===== config.mk =====
export PLATFORM = sky130hd
export DESIGN_NAME = carrier_generator_flat
export DESIGN_NICKNAME = d
export VERILOG_FILES = /design/src/rtl/carrier_generator_if.sv /design/src/rtl/carrier_generator.sv /design/src/flat_wrapper.sv
export SDC_FILE = /design/constraint.sdc
export NUM_CORES = 1
export LEC_CHECK = 0
export CAP_MARGIN = 20
export CELL_PAD_IN_SITES_DETAIL_PLACEMENT = 0
export CELL_PAD_IN_SITES_GLOBAL_PLACEMENT = 2
export CORE_MARGIN = 2
export CORE_UTILIZATION = 25
export DETAILED_ROUTE_END_ITERATION = 6
export PLACE_DENSITY_LB_ADDON = 0.12
export SYNTH_ARGS = -nofsm -noshare
export SYNTH_HDL_FRONTEND = slang
export SYNTH_SLANG_ARGS = --single-unit

===== constraint.sdc =====
create_clock -name clock_in -period 1.9 [get_ports clock_in]
set_clock_uncertainty 0.1 [all_clocks]
set_input_delay 0.19 -clock clock_in [delete_from_list [all_inputs] [get_ports clock_in]]
set_output_delay 0.19 -clock clock_in [all_outputs]
set_load 0.01 [all_outputs]

===== src/rtl/carrier_generator_if.sv =====
`default_nettype none
// ============================================================================
// Module : carrier_generator_if
// Brief  : CTC control bus between the code-sequencing controller (master)
//          and the IR carrier generator (slave).
// Rev    : 1.0 - initial release
// ============================================================================
interface carrier_generator_if #(
    parameter int CTC_BITS = 8
);
    logic                ctc_enable_in;
    logic                ctc_forced_in;
    logic                ctc_wr_strobe_in;
    logic [CTC_BITS-1:0] ctc_value_in;
    logic                ir_out;
    logic                busy_out;

    modport master (
        output ctc_enable_in,
        output ctc_forced_in,
        output ctc_wr_strobe_in,
        output ctc_value_in,
        input  ir_out,
        input  busy_out
    );

    modport slave (
        input  ctc_enable_in,
        input  ctc_forced_in,
        input  ctc_wr_strobe_in,
        input  ctc_value_in,
        output ir_out,
        output busy_out
    );
endinterface : carrier_generator_if
`default_nettype wire


===== src/rtl/carrier_generator.sv =====
`default_nettype none
// ============================================================================
// Module : carrier_generator
// Brief  : CTC-style square-wave IR carrier, f = f_clk / (2*PRESCALE*(V+1)).
//          Define CARRIER_GRACEFUL_STOP_EN to let a running high half-period
//          finish (DRAIN state) when enable falls.
// Rev    : 1.0 - initial release
// ============================================================================
module carrier_generator #(
    parameter int CTC_BITS = 8,
    parameter int PRESCALE = 1
) (
    input  wire                clock_in,
    input  wire                reset_n_in,
    carrier_generator_if.slave ctc_bus
);

    localparam int                  c_presc_w   = (PRESCALE > 1) ? $clog2(PRESCALE) : 1;
    localparam logic [CTC_BITS-1:0] c_count_one = CTC_BITS'(1);
    localparam logic [c_presc_w-1:0] c_presc_one = c_presc_w'(1);

    typedef enum logic [1:0] {
        ST_IDLE   = 2'd0,
        ST_RUN    = 2'd1,
        ST_FORCED = 2'd2
`ifdef CARRIER_GRACEFUL_STOP_EN
        ,
        ST_DRAIN  = 2'd3
`endif
    } state_t;

    state_t                r_state;
    logic [CTC_BITS-1:0]   r_shadow;
    logic [CTC_BITS-1:0]   r_active;
    logic [CTC_BITS-1:0]   r_count;
    logic [c_presc_w-1:0]  r_presc;
    logic                  r_phase;
    logic                  r_ir;

    state_t                w_state_nxt;
    logic [CTC_BITS-1:0]   w_shadow_nxt;
    logic [CTC_BITS-1:0]   w_active_nxt;
    logic [CTC_BITS-1:0]   w_count_nxt;
    logic [c_presc_w-1:0]  w_presc_nxt;
    logic                  w_phase_nxt;
    logic                  w_ir_nxt;

    logic                  w_tick;
    logic                  w_match;
    logic [CTC_BITS-1:0]   w_step_count;
    logic [c_presc_w-1:0]  w_step_presc;
    logic                  w_step_toggle;

    generate
        if (PRESCALE == 1) begin : g_tick_every
            assign w_tick = 1'b1;
        end else begin : g_tick_presc
            localparam logic [c_presc_w-1:0] c_presc_last = c_presc_w'(PRESCALE - 1);
            assign w_tick = (r_presc == c_presc_last);
        end
    endgenerate

    // Wrap is always via the compare, so count never overflows past active.
    assign w_match = (r_count == r_active);

    always_comb begin
        w_step_count  = r_count;
        w_step_presc  = r_presc + c_presc_one;
        w_step_toggle = 1'b0;
        if (w_tick) begin
            w_step_presc = '0;
            if (w_match) begin
                w_step_count  = '0;
                w_step_toggle = 1'b1;
            end else begin
                w_step_count  = r_count + c_count_one;
            end
        end
    end

    always_ff @(posedge clock_in or negedge reset_n_in) begin
        if (!reset_n_in) begin
            r_state  <= ST_IDLE;
            r_shadow <= '0;
            r_active <= '0;
            r_count  <= '0;
            r_presc  <= '0;
            r_phase  <= 1'b0;
            r_ir     <= 1'b0;
        end else begin
            r_state  <= w_state_nxt;
            r_shadow <= w_shadow_nxt;
            r_active <= w_active_nxt;
            r_count  <= w_count_nxt;
            r_presc  <= w_presc_nxt;
            r_phase  <= w_phase_nxt;
            r_ir     <= w_ir_nxt;
        end
    end

    always_comb begin
        w_state_nxt  = r_state;
        w_shadow_nxt = r_shadow;
        w_active_nxt = r_active;
        w_count_nxt  = r_count;
        w_presc_nxt  = r_presc;
        w_phase_nxt  = r_phase;
        w_ir_nxt     = r_ir;

        if (ctc_bus.ctc_wr_strobe_in) begin
            w_shadow_nxt = ctc_bus.ctc_value_in;
        end

        case (r_state)
            ST_IDLE: begin
                w_count_nxt = '0;
                w_presc_nxt = '0;
                w_phase_nxt = 1'b0;
                w_ir_nxt    = 1'b0;
                if (ctc_bus.ctc_wr_strobe_in) begin
                    w_active_nxt = ctc_bus.ctc_value_in;
                end
                if (ctc_bus.ctc_forced_in) begin
                    w_state_nxt = ST_FORCED;
                    w_ir_nxt    = 1'b1;
                end else if (ctc_bus.ctc_enable_in) begin
                    // Starting a burst is a period boundary; a same-edge write wins.
                    w_state_nxt  = ST_RUN;
                    w_phase_nxt  = 1'b1;
                    w_ir_nxt     = 1'b1;
                    w_active_nxt = ctc_bus.ctc_wr_strobe_in ? ctc_bus.ctc_value_in : r_shadow;
                end
            end

            ST_RUN: begin
                if (ctc_bus.ctc_forced_in) begin
                    w_state_nxt = ST_FORCED;
                    w_count_nxt = '0;
                    w_presc_nxt = '0;
                    w_ir_nxt    = 1'b1;
                end else if (!ctc_bus.ctc_enable_in) begin
`ifdef CARRIER_GRACEFUL_STOP_EN
                    if (r_phase && !w_step_toggle) begin
                        w_state_nxt = ST_DRAIN;
                        w_count_nxt = w_step_count;
                        w_presc_nxt = w_step_presc;
                    end else begin
                        w_state_nxt = ST_IDLE;
                        w_count_nxt = '0;
                        w_presc_nxt = '0;
                        w_phase_nxt = 1'b0;
                        w_ir_nxt    = 1'b0;
                    end
`else
                    w_state_nxt = ST_IDLE;
                    w_count_nxt = '0;
                    w_presc_nxt = '0;
                    w_phase_nxt = 1'b0;
                    w_ir_nxt    = 1'b0;
`endif
                end else begin
                    w_count_nxt = w_step_count;
                    w_presc_nxt = w_step_presc;
                    if (w_step_toggle) begin
                        w_phase_nxt = ~r_phase;
                        w_ir_nxt    = ~r_phase;
                        // Low->high toggle: pick up the pending value (old shadow on a same-edge write).
                        if (!r_phase) begin
                            w_active_nxt = r_shadow;
                        end
                    end
                end
            end

            ST_FORCED: begin
                w_count_nxt = '0;
                w_presc_nxt = '0;
                w_ir_nxt    = 1'b1;
                if (!ctc_bus.ctc_forced_in) begin
                    if (ctc_bus.ctc_enable_in) begin
                        w_state_nxt  = ST_RUN;
                        w_phase_nxt  = 1'b1;
                        w_active_nxt = r_shadow;
                    end else begin
                        w_state_nxt = ST_IDLE;
                        w_phase_nxt = 1'b0;
                        w_ir_nxt    = 1'b0;
                    end
                end
            end

`ifdef CARRIER_GRACEFUL_STOP_EN
            ST_DRAIN: begin
                if (ctc_bus.ctc_forced_in) begin
                    w_state_nxt = ST_FORCED;
                    w_count_nxt = '0;
                    w_presc_nxt = '0;
                    w_ir_nxt    = 1'b1;
                end else if (ctc_bus.ctc_enable_in) begin
                    // Output is already high; rejoin the burst without a glitch.
                    w_state_nxt = ST_RUN;
                    w_count_nxt = '0;
                    w_presc_nxt = '0;
                    w_phase_nxt = 1'b1;
                    w_ir_nxt    = 1'b1;
                end else if (w_step_toggle) begin
                    w_state_nxt = ST_IDLE;
                    w_count_nxt = '0;
                    w_presc_nxt = '0;
                    w_phase_nxt = 1'b0;
                    w_ir_nxt    = 1'b0;
                end else begin
                    w_count_nxt = w_step_count;
                    w_presc_nxt = w_step_presc;
                end
            end
`endif

            default: begin
                w_state_nxt = ST_IDLE;
                w_count_nxt = '0;
                w_presc_nxt = '0;
                w_phase_nxt = 1'b0;
                w_ir_nxt    = 1'b0;
            end
        endcase
    end

    assign ctc_bus.ir_out   = r_ir;
    assign ctc_bus.busy_out = (r_state != ST_IDLE);

endmodule : carrier_generator
`default_nettype wire

===== src/flat_wrapper.sv =====
// flat-port wrapper written by rule: the top's interface ports become plain ports
module carrier_generator_flat 
#(
    parameter int CTC_BITS = 8,
    parameter int PRESCALE = 1
)
  (clock_in, reset_n_in, ctc_bus_ctc_enable_in, ctc_bus_ctc_forced_in, ctc_bus_ctc_wr_strobe_in, ctc_bus_ctc_value_in, ctc_bus_ir_out, ctc_bus_busy_out);
  carrier_generator_if #(.CTC_BITS(CTC_BITS)) ctc_bus_i ();
  input  wire clock_in;
  input  wire reset_n_in;
  input wire logic [$bits(ctc_bus_i.ctc_enable_in)-1:0] ctc_bus_ctc_enable_in;
  input wire logic [$bits(ctc_bus_i.ctc_forced_in)-1:0] ctc_bus_ctc_forced_in;
  input wire logic [$bits(ctc_bus_i.ctc_wr_strobe_in)-1:0] ctc_bus_ctc_wr_strobe_in;
  input wire logic [$bits(ctc_bus_i.ctc_value_in)-1:0] ctc_bus_ctc_value_in;
  output wire logic [$bits(ctc_bus_i.ir_out)-1:0] ctc_bus_ir_out;
  output wire logic [$bits(ctc_bus_i.busy_out)-1:0] ctc_bus_busy_out;
  assign ctc_bus_i.ctc_enable_in = ctc_bus_ctc_enable_in;
  assign ctc_bus_i.ctc_forced_in = ctc_bus_ctc_forced_in;
  assign ctc_bus_i.ctc_wr_strobe_in = ctc_bus_ctc_wr_strobe_in;
  assign ctc_bus_i.ctc_value_in = ctc_bus_ctc_value_in;
  assign ctc_bus_ir_out = ctc_bus_i.ir_out;
  assign ctc_bus_busy_out = ctc_bus_i.busy_out;
  carrier_generator #(.CTC_BITS(CTC_BITS), .PRESCALE(PRESCALE)) u_core (.clock_in(clock_in), .reset_n_in(reset_n_in), .ctc_bus(ctc_bus_i));
endmodule

==> results_slide.txt, run 1 <==
Run Summary

Floorplanning
  – Die ar.: 7180 sq um
  – Die width: ~85 microns
  – Initial core utilization: 25.8%
  – Core Area: 6310 sq um
  – Die outline height: 84.7 microns

Run status
  – Status: complete, but fails checks
  – Violated checks: setup timing

Power
  – Pleak: about 0.99 nW
  – Max VDD drop: roughly 0.00056 V
  – PD cells: 1360 nW/um^2

Critical path
  – Crit Reg-Reg Startpoint: u_core.r_count[7]
  – Crit path arrival time: 1.97 ns
  – Crit path from: u_core.r_count[7]
  – Critical Path RT: 1.97 ns
  – R2R setup slack: -0.003 ns
  – Critical path capture point type: flop

Detailed routing
  – Antenna-violating nets left: 0
  – Drt drc: 0
  – Via count: roughly 1200
  – Pre-antenna DRT Iters: 4
  – Routed wire per std cell: roughly 14 microns

Synth
  – Cell with the most instances after synthesis: dfrtp_1
  – Synth async-reset ratio: 100%
  – Yosys chip area: about 1600 sq um
  – Main flop type: dfrtp_1
  – Post-synth top area share: 43.0%
  – Yosys cell types: 30
  – Synthesized cell area: 1630 sq um
  – Synth warn: 0

Placed design
  – Post-DP HPWL: 2780 microns
  – I/O Buffers: 14
  – Routability congestion estimate from global placement: 0.665

Timing
  – Fmax: 0.526 GHz
  – Setup TNS: -0.00444 ns
  – Crit path time final: 1.90 ns
  – Final setup margin: -0.00275 ns
  – Cycle use final: 100%
  – Final setup fails: 2
  – Rel. slew slack: about 74%
  – Hold slack: 0.189 ns

Finish
  – Fill count: roughly 670
  – Layout cell share with drive strength beyond 1: 29.8%
  – Utilization after layout: 34.4%
  – Area added between synthesis and finish: 33.4%
  – Ant. Diodes: 0

GRT
  – Largest net degree at the start of global routing: 29
  – Total grt overflow: 0
  – Vias in the first global route: roughly 1300
  – First-pass GRT wire length: 6470 microns

Clock network
  – Clk buf depth: 2
  – Total CTS buffers: 3
  – Root buffer cell: clkbuf_8
  – CTS tree: yes
  – Post-CTS Hold Fix Bufs: 0

Run
  – Stage-log warning count: 32
  – Max cap viols: 0
run 1: metrics by stage:
step | setup slack [ns] | area [sq um] | std cells
after global placement | -0.194 | 2030 | 266
after floorplan | 0.0149 | 1630 | 156
after detailed placement | -0.190 | 2030 | 266
final | -0.00275 | 2170 | 275
after CTS | -0.0235 | 2150 | 275
after global routing | -0.105 | 2170 | 275
run 1: kinds of logic after synthesis:
family          count (synthesis)  share of synthesized area, %
simple gates                   38                          12.3
compound gates                 36                          13.6
flops                          28                          43.0
mux                            19                          14.9
buf+inv                        15                          4.07
xor+xnor                       14                          7.53
fa+ha+maj                       6                          4.61
run 1: metal layers:
metal,up-vias,share of wire [%],track usage [%]
li1,633,-,-
met1,590,51,16.0
met2,20,45,17.5
met3,2,3.5,3.15
met4,0,0.45,1.73
met5,-,0,0
run 1: registers in the layout (all words and copies together) (netlist names):
register and flops:
u_core.r_active 8, u_core.r_shadow 8, u_core.r_count 8, u_core.r_phase 1
u_core.ctc_bus.ir_out 1, u_core.r_state 2
run 1: worst max-delay path, stage by stage (launching register included):
cell and delay, ns:
dfrtp_1 0.42, xor2_1 0.17, nor4_1 0.26, nand2_1 0.12, a211o_4 0.41, mux2_4 0.31
run 1: worst min path at each step:
| stage | to | cells past startpoint | startpoint |
|---|---|---|---|
| 5_1_grt | u_core.r_shadow[7] | 2 | reset_n_in |
| 3_5_place_dp | u_core.r_shadow[3] | 1 | u_core.r_shadow[3] |
| 4_1_cts | u_core.r_active[6] | 2 | reset_n_in |
| 3_3_place_gp | u_core.r_shadow[3] | 1 | u_core.r_shadow[3] |
| 6_report | u_core.r_shadow[7] | 2 | reset_n_in |
| 2_1_floorplan | u_core.ctc_bus.ir_out | 0 | reset_n_in |
run 1: power breakdown:
| group | switching [mW] | internal (mW) | total (mW) |
|---|---|---|---|
| combinational | 0.686 | 0.941 | 1.63 |
| clock | 0.195 | 0.282 | 0.477 |
| sequential | 0.0989 | 0.743 | 0.842 |
run 1: cell usage in the layout, fill, tap and decap left out, types with 2 or more instances in the layout:
cell type,instances
buf_4,33
dfrtp_1,28
xor2_1,13
clkdlybuf4s50_1,13
nor2_1,12
a21oi_1,11
mux2_2,10
nor3b_1,8
mux2_4,8
a22oi_1,8
inv_1,6
nand3_1,5
o21ai_0,5
o21ai_1,5
ha_1,5
nand2_1,4
nor4_1,3
clkbuf_8,3
nor2b_1,2
and3_1,2
run 1: cell type report:
cell class / count / area [sq um] / area share (%)
clock buffer: 3 / 41.3 / 1.90
inverter: 6 / 22.5 / 1.04
timing repair buffer: 47 / 390 / 18.0
multi-input combinational: 113 / 892 / 41.0
tap: 77 / 96.3 / 4.43
sequential: 28 / 701 / 32.2
clock inverter: 1 / 30.0 / 1.38
run 1: timing repair:
action | CTS | global route
endpoints found under the setup margin | 9 | 12
pin swaps | 3 | 0
setup buffers | 5 | 0
resized | 3 | 7
hold endpoints to repair | 0 | 0
run_1/clock_wires.png
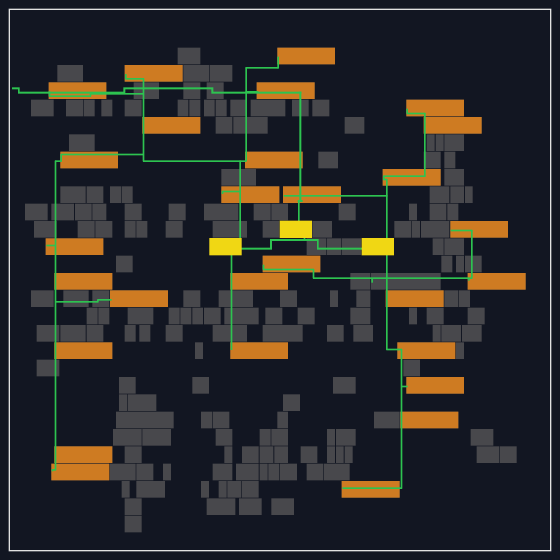
[orange] flip-flops | count: 28
[green] clock wires | length: 425 microns
[yellow] clock-net drivers | count: 3
flops lie: all over the die
Late-Pin Clk Latency: 0.28 ns
clock power share: 16.2%
Clock Power: 0.477 mW

run_1/class_map.png
The bar under the picture is 20 microns long. Fill, decap, tap and diode cells in gray.
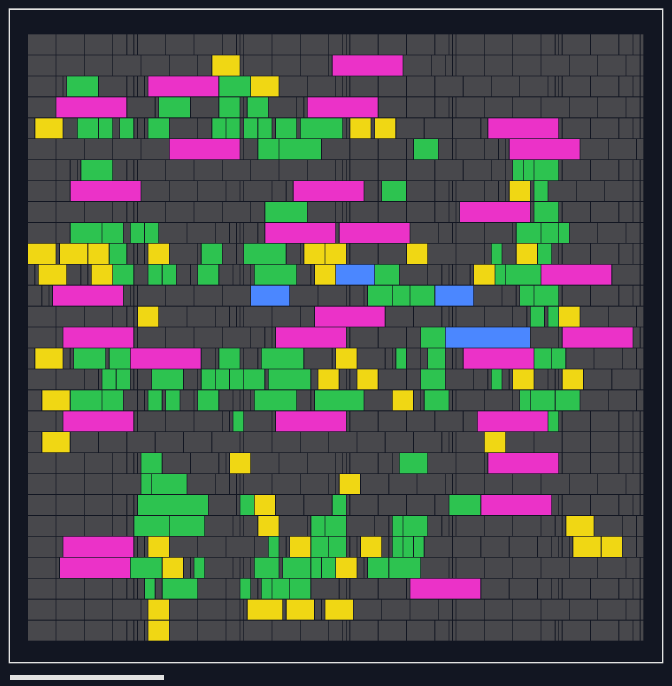
| color | class | cells |
|---|---|---|
| green | remaining logic cells | 119 |
| blue | clock drivers and dummy loads | 4 |
| magenta | registers | 28 |
| yellow | remaining buffers and delay cells | 47 |

run_1/placed.png
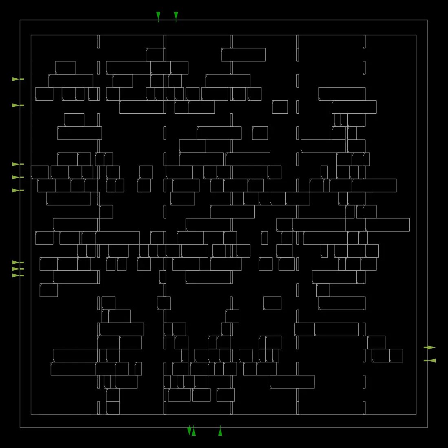
flip-flop and latch count: 28
TAP cells: 77

==> run 1 -> run 2 <==
--- a/config.mk
+++ b/config.mk
@@ -10,6 +10,7 @@
 export CELL_PAD_IN_SITES_GLOBAL_PLACEMENT = 2
 export CORE_MARGIN = 2
 export CORE_UTILIZATION = 25
+export CTS_CLUSTER_DIAMETER = 200
 export DETAILED_ROUTE_END_ITERATION = 6
 export PLACE_DENSITY_LB_ADDON = 0.12
 export SYNTH_ARGS = -nofsm -noshare
run_2/clock_wires.png
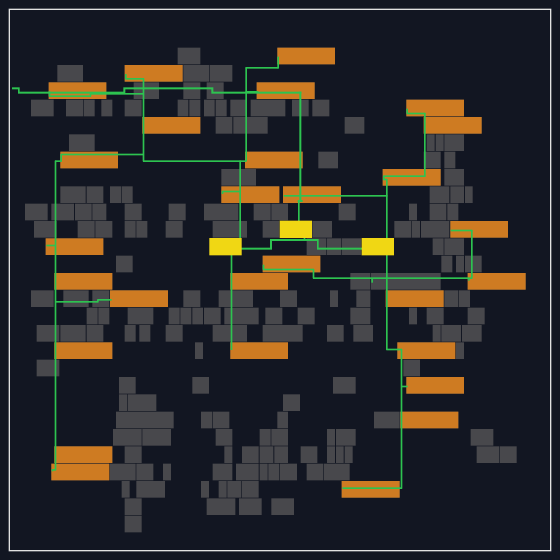
[orange] flip-flops | count: 28
[yellow] clock-net drivers | count: 3
[green] clock wires | length: 425 microns
flops lie: all over the die
routed clock nets: 4

run_2/placed.png
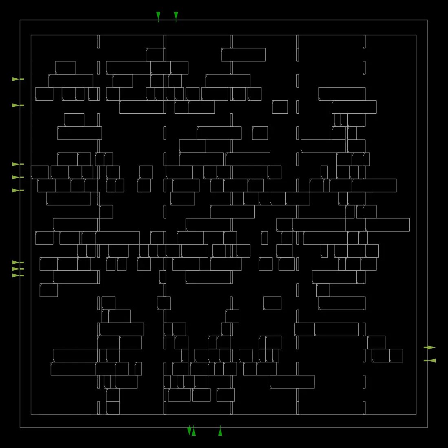
Rows: 29
utilization after layout: 34.4%
flop share of the area: 32.2%
fill count: 669
Core Area: 6310 sq um

==> run 2 against run 1 <==
The flow still finishes with violations (setup timing). Sequential cell count unchanged. Cell count is the same. Synthesized area did not move. Clock power about the same. Register-to-register slack about the same. Cell area unchanged. Power did not move. Via count unchanged. Worst hold slack unchanged.
==> results_slide.txt, run 2 <==
Run Summary

Synth
  – Main flop type: dfrtp_1 (unchanged)
  – Yosys reg bits: 28 (unchanged)
  – Synth async-reset ratio: 100% (unchanged)
  – Cell with the most instances after synthesis: dfrtp_1 (unchanged)
  – Synthesized cell area: 1630 sq um (unchanged)

Run status
  – Status: complete, but fails checks (unchanged)
  – Violated checks: setup timing (unchanged)

Timing
  – Final setup fails: 2 (unchanged)
  – Cycle use final: 100% (unchanged)
  – Final setup margin: -0.00275 ns (unchanged)
  – Fmax: 0.526 GHz (unchanged)
  – Rel. slew slack: 74.4% (unchanged)
  – Crit path time final: 1.90 ns (unchanged)
  – Setup TNS: -0.00444 ns (unchanged)

GRT
  – First-pass GRT wire length: 6470 microns (unchanged)
  – Largest net degree at the start of global routing: 29 (unchanged)
  – Vias in the first global route: 1281 (unchanged)

Floorplanning
  – Die width: 84.7 microns (unchanged)
  – Die outline height: 84.7 microns (unchanged)
  – Die ar.: 7180 sq um (unchanged)
  – Initial core utilization: 25.8% (unchanged)

Finish
  – Sequential Area: 701 sq um (unchanged)
  – Logic area: 892 sq um (unchanged)
  – Largest regs: u_core.r_active: 8 flops, u_core.r_count: 8 flops, u_core.r_shadow: 8 flops (unchanged)
  – Layout cell share with drive strength beyond 1: 29.8% (unchanged)
  – Ant. Diodes: 0 (unchanged)
  – Top cell excl fill/tap: buf_4 (unchanged)

Critical path
  – Cell breakdown of the critical path: xor2_1 -> nor4_1 -> nand2_1 -> a211o_4 -> mux2_4 (unchanged)
  – Crit Reg-Reg Startpoint: u_core.r_count[7] (unchanged)
  – Critical path capture point type: flop (unchanged)
  – Crit path arrival time: 1.97 ns (about the same)
  – Critical Path RT: 1.97 ns (about the same)
  – R2R setup slack: -0.003 ns (about the same)
  – Delay of the slowest critical-path stage: 0.42 ns (about the same)

Power
  – Pleak: 0.986 nW (unchanged)
  – Max VDD drop: 0.000562 V (unchanged)

Detailed routing
  – Antenna-violating nets left: 0 (unchanged)
  – Via count: 1245 (unchanged)
  – Routed wire per std cell: 13.7 microns (unchanged)
  – Pre-antenna DRT Iters: 4 (unchanged)
  – Drt drc: 0 (unchanged)

Clock network
  – Clk buf depth: 2 (unchanged)
  – Late-Pin Clk Latency: 0.28 ns (about the same)
  – Total CTS buffers: 3 (unchanged)
  – Root buffer cell: clkbuf_8 (unchanged)
  – CTS tree: yes (unchanged)

Placed design
  – Post-DP HPWL: 2780 microns (unchanged)
  – DP Cell Count: 266 (unchanged)

Run
  – Max cap viols: 0 (unchanged)
  – Stage-log warning count: 32 (unchanged)
## run 2: cell counts after synthesis
No cell type changed its count.
## run 2: area by class of cell
class	count	share of cell area, %
sequential	28	32.2
clock buffer	3	1.90
timing repair buffer	47	18.0
multi-input combinational	113	41.0
clock inverter	1	1.38
tap	77	4.43
inverter	6	1.04
## run 2: what timing repair did
| action | in CTS | in global routing |
|---|---|---|
| setup endpoints to repair | 9 | 12 |
| resized | 3 | 7 |
| pin swaps | 3 | 0 |
| buffers inserted | 5 | 0 |
| hold endpoints to repair | 0 | 0 |
## run 2: worst max-delay path by stage
| stage | from | to | slack (ns) | depth (start not counted) |
|---|---|---|---|---|
| 6_report | u_core.r_count[7] | u_core.r_active[1] | -0.003 | 5 |
| 3_5_place_dp | ctc_bus_ctc_forced_in | u_core.r_active[5] | -0.19 | 6 |
| 5_1_grt | u_core.r_count[7] | u_core.r_active[1] | -0.11 | 5 |
| 4_1_cts | u_core.r_active[1] | u_core.r_active[1] | -0.02 | 5 |
| 3_3_place_gp | ctc_bus_ctc_forced_in | u_core.r_active[1] | -0.19 | 6 |
| 2_1_floorplan | u_core.r_count[1] | u_core.r_active[0] | 0.01 | 6 |
## run 2: kinds of logic after synthesis
group / synth area share [%]
simple gates: 12.3
compound gates: 13.6
flops: 43.0
mux: 14.9
buf+inv: 4.07
xor+xnor: 7.53
fa+ha+maj: 4.61
## run 2: power by group
part	leakage, nW	switching, mW	internal, mW	total [mW]
Sequential	0.352	0.0989	0.743	0.842
Clock	0.0357	0.195	0.282	0.477
Combinational	0.599	0.686	0.941	1.63
Total	0.986	0.980	1.97	2.95
## run 2: metal layers
metal  up-vias  track usage [%]  share of wire, %
met2        20             17.5                45
met5         -                0                 0
met3         2             3.15               3.5
met1       590             16.0                51
met4         0             1.73              0.45
li1        633                -                 -
## run 2: worst max-delay path: cells and delay by family, from the launching register on
kind	cells	cell delay, ns
DFF	1	0.42
AOI/OAI and AO/OA	1	0.41
and+or+nand+nor	2	0.38
muxes	1	0.31
xor gates and xnor gates	1	0.17
## run 2: metrics by stage
stage	worst slack [ns]	cell area, sq um	hold slack [ns]
global placement	-0.194	2030	0.392
detailed placement	-0.190	2030	0.390
CTS	-0.0235	2150	0.196
finish	-0.00275	2170	0.189
floorplan	0.0149	1630	-0.206
global route	-0.105	2170	0.210
run_2/floorplan.png
Pins as bars on the die edge. Tap cells in gray.
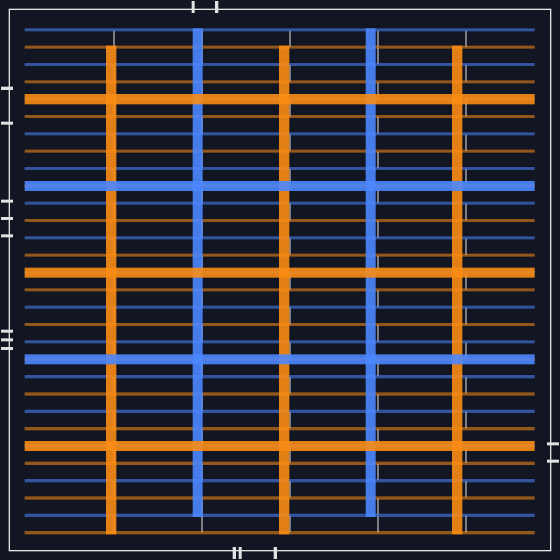

==> run 2 -> run 3 <==
--- a/config.mk
+++ b/config.mk
@@ -8,11 +8,12 @@
 export CAP_MARGIN = 20
 export CELL_PAD_IN_SITES_DETAIL_PLACEMENT = 0
 export CELL_PAD_IN_SITES_GLOBAL_PLACEMENT = 2
+export CORE_ASPECT_RATIO = 1.75
 export CORE_MARGIN = 2
 export CORE_UTILIZATION = 25
 export CTS_CLUSTER_DIAMETER = 200
 export DETAILED_ROUTE_END_ITERATION = 6
-export PLACE_DENSITY_LB_ADDON = 0.12
+export PLACE_DENSITY = 0.6
 export SYNTH_ARGS = -nofsm -noshare
 export SYNTH_HDL_FRONTEND = slang
 export SYNTH_SLANG_ARGS = --single-unit
run_3/floorplan.png
Pins as bars on the die edge. Tap cells in gray.
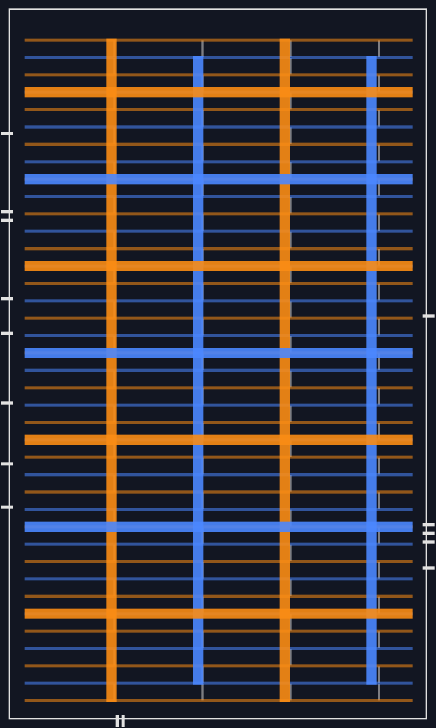
| color | net |
|---|---|
| blue | VDD |
| orange | VSS |
signal pins: 15
met1 rails: 39
met5 straps: 7
Core Area: 6280 sq um
die width: 65.0 microns
Max VDD drop: 0.000457 V

==> run 3 against run 2 <==
The flow still finishes with violations (setup timing). Cell count unchanged. Routed wire length fell by 6.7%. Global-route usage down 0.96 points. Register-to-register slack got worse by 0.03 ns. Critical endpoint is now u_core.r_active[0]. Largest power group unchanged.
==> results_slide.txt, run 3 <==
Run Summary

Run status
  – Status: complete, but fails checks (unchanged)
  – Violated checks: setup timing (unchanged)

Synth
  – Cell with the most instances after synthesis: dfrtp_1 (unchanged)
  – Yosys simple share: 12.3% (unchanged)
  – Xor/xnor share of the synthesized area: 7.53% (unchanged)
  – Post-synth top area share: 43.0% (unchanged)
  – Synth async-reset ratio: 100% (unchanged)
  – Synthesized cell area: 1630 sq um (unchanged)
  – Yosys cell types: 30 (unchanged)
  – Synth Area in Compound Gates: 13.6% (unchanged)
  – Mux contribution to synthesized area: 14.9% (unchanged)
  – Main flop type: dfrtp_1 (unchanged)
  – Adder share: 4.61% (unchanged)

Finish
  – Utilization after layout: 34.0% (was 34.4%)
  – Largest regs: u_core.r_active: 8 flops, u_core.r_count: 8 flops, u_core.r_shadow: 8 flops (unchanged)
  – Ant. Diodes: 0 (unchanged)
  – Layout cell share with drive strength beyond 1: 28.7% (was 29.8%)
  – Post-route non-filler standard cell count: 275 (unchanged)
  – Top cell excl fill/tap: buf_4 (unchanged)
  – Area added between synthesis and finish: 30.8% (was 33.4%)

Clock network
  – CTS tree: yes (unchanged)
  – Root buffer cell: clkbuf_8 (unchanged)
  – Clk buf depth: 2 (unchanged)
  – Total CTS buffers: 3 (unchanged)
  – Post-CTS Hold Fix Bufs: 0 (unchanged)
  – Late-Pin Clk Latency: 0.27 ns (was 0.28 ns)

Power
  – PD cells: 1270 nW/um^2 (was 1360 nW/um^2)
  – Sequential power share: 31.1% (was 28.6%)
  – Switching part of the total power: 33.8% (was 33.3%)
  – Pleak: 0.962 nW (was 0.986 nW)
  – Internal: 1.79 mW (was 1.97 mW)
  – Sw power: 0.912 mW (was 0.980 mW)
  – Clock power share: 13.7% (was 16.2%)
  – Logic pwr share: 55.2% (about the same)

Placed design
  – DP Cell Count: 270 (was 266)
  – Post-DP HPWL: 2740 microns (was 2780 microns)
  – Routability congestion estimate from global placement: 0.821 (was 0.665)
  – I/O Buffers: 14 (unchanged)

GRT
  – First-pass GRT wire length: 5800 microns (was 6470 microns)
  – Vias in the first global route: 1251 (was 1281)
  – Total grt overflow: 0 (unchanged)
  – Largest net degree at the start of global routing: 29 (unchanged)

Floorplanning
  – Initial core utilization: 26.0% (was 25.8%)
  – Rows: 38 (was 29)
  – Die ar.: 7200 sq um (was 7180 sq um)

Critical path
  – Slowest-stage cell, CP: a211o_4 (was dfrtp_1)
  – Crit Reg-Reg Startpoint: u_core.r_active[1] (was u_core.r_count[7])
  – CP top delay family: simple AND/OR/NAND/NOR gates (was flip-flops)
  – Crit path from: u_core.r_active[1] (was u_core.r_count[7])
  – Delay of the slowest critical-path stage: 0.42 ns (about the same)
  – Levels on crit path: 5 (unchanged)
  – Cell breakdown of the critical path: xor2_1 -> nor4_1 -> nand2_1 -> a211o_4 -> mux2_4 (unchanged)
  – Critical Path RT: 1.96 ns (was 1.97 ns)
  – Crit path arrival time: 1.99 ns (was 1.97 ns)
  – End point of the critical path: u_core.r_active[0] (was u_core.r_active[1])
  – Critical path capture point type: flop (unchanged)
  – Crit path buf inv count: 0 (unchanged)
  – R2R setup slack: -0.03 ns (was -0.003 ns)

Detailed routing
  – Antenna-violating nets left: 0 (unchanged)
  – Routed wire per std cell: 12.8 microns (was 13.7 microns)
  – Drt drc: 0 (unchanged)

Timing
  – Fmax: 0.518 GHz (was 0.526 GHz)
  – Final setup fails: 8 (was 2)
  – Rel. slew slack: 75.0% (was 74.4%)
  – Final setup margin: -0.0293 ns (was -0.00275 ns)
  – Cycle use final: 102% (was 100%)

Run
  – Max cap viols: 0 (unchanged)
run_3/m2.png
The bar under the picture is 20 microns long.
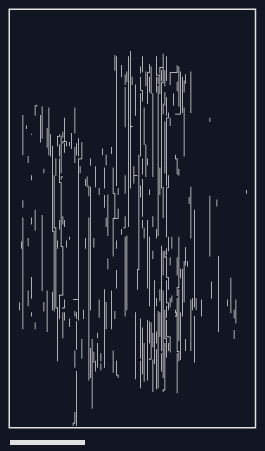
main direction: vertical
nets with wire on the layer: 173
wire length on this layer: 1970 microns
Detailed Route WL: 3510 microns
met2 Resource Use GR: 19.9%
via count: 1219

## run 3: how the worst min path moves through the flow
stage / end / startpoint / cells past startpoint
global route: u_core.ctc_bus.ir_out / reset_n_in / 2
detailed placement: u_core.ctc_bus.ir_out / u_core.ctc_bus.ir_out / 1
global placement: u_core.r_shadow[3] / u_core.r_shadow[3] / 1
floorplan: u_core.ctc_bus.ir_out / reset_n_in / 0
finish: u_core.r_phase / reset_n_in / 2
CTS: u_core.ctc_bus.ir_out / reset_n_in / 2
## run 3: cell families (layout without fill, tap and decap cells)
logic type	after synthesis	count (layout)
multiplexers	19	19
buffers and inverters	15	54
flip-flops	28	28
AND-OR/OR-AND	36	36
AND/OR/NAND/NOR	38	38
XOR/XNOR	14	14
adder cells (fa/ha/maj)	6	6
## run 3: area by class of cell
type | count | area [sq um]
Tap cell | 80 | 100
Fill cell | 654 | 4150
Sequential cell | 28 | 701
Clock buffer | 4 | 55.1
Timing Repair Buffer | 44 | 368
Multi-Input combinational cell | 113 | 885
Inverter | 6 | 22.5
## run 3: through the flow
stage / hold WS, ns / setup WS, ns / power [mW] / cell area (sq um)
5_1_grt: 0.216 / -0.129 / 2.92 / 2130
2_1_floorplan: -0.206 / 0.0149 / 1.87 / 1630
6_report: 0.197 / -0.0293 / 2.70 / 2130
4_1_cts: 0.213 / -0.0783 / 2.74 / 2120
3_3_place_gp: 0.386 / -0.151 / 2.28 / 2040
3_5_place_dp: 0.408 / -0.173 / 2.31 / 2040
## run 3: power by group through the flow
stage	clock network, mW	logic [mW]	registers [mW]
2_1_floorplan	0	1.02	0.851
3_3_place_gp	0	1.42	0.858
3_5_place_dp	0	1.44	0.863
4_1_cts	0.397	1.49	0.846
5_1_grt	0.421	1.64	0.861
6_report	0.370	1.49	0.840
## run 3: repair_timing
item                       in CTS  in global routing
pin swaps                       1                  0
resized                         3                  3
buffers inserted                1                  0
setup endpoints to repair       9                 11
## run 3: layer usage
layer	part of all wire (%)	up-vias	routed length, microns	global-route usage (%)
li1	-	631	-	-
met1	41	573	1440	11.2
met2	56	13	1970	19.9
met3	2.1	2	75	1.22
met4	0.83	0	29	3.33
met5	0	-	0	0
Power and IR drop assume default switching activity.
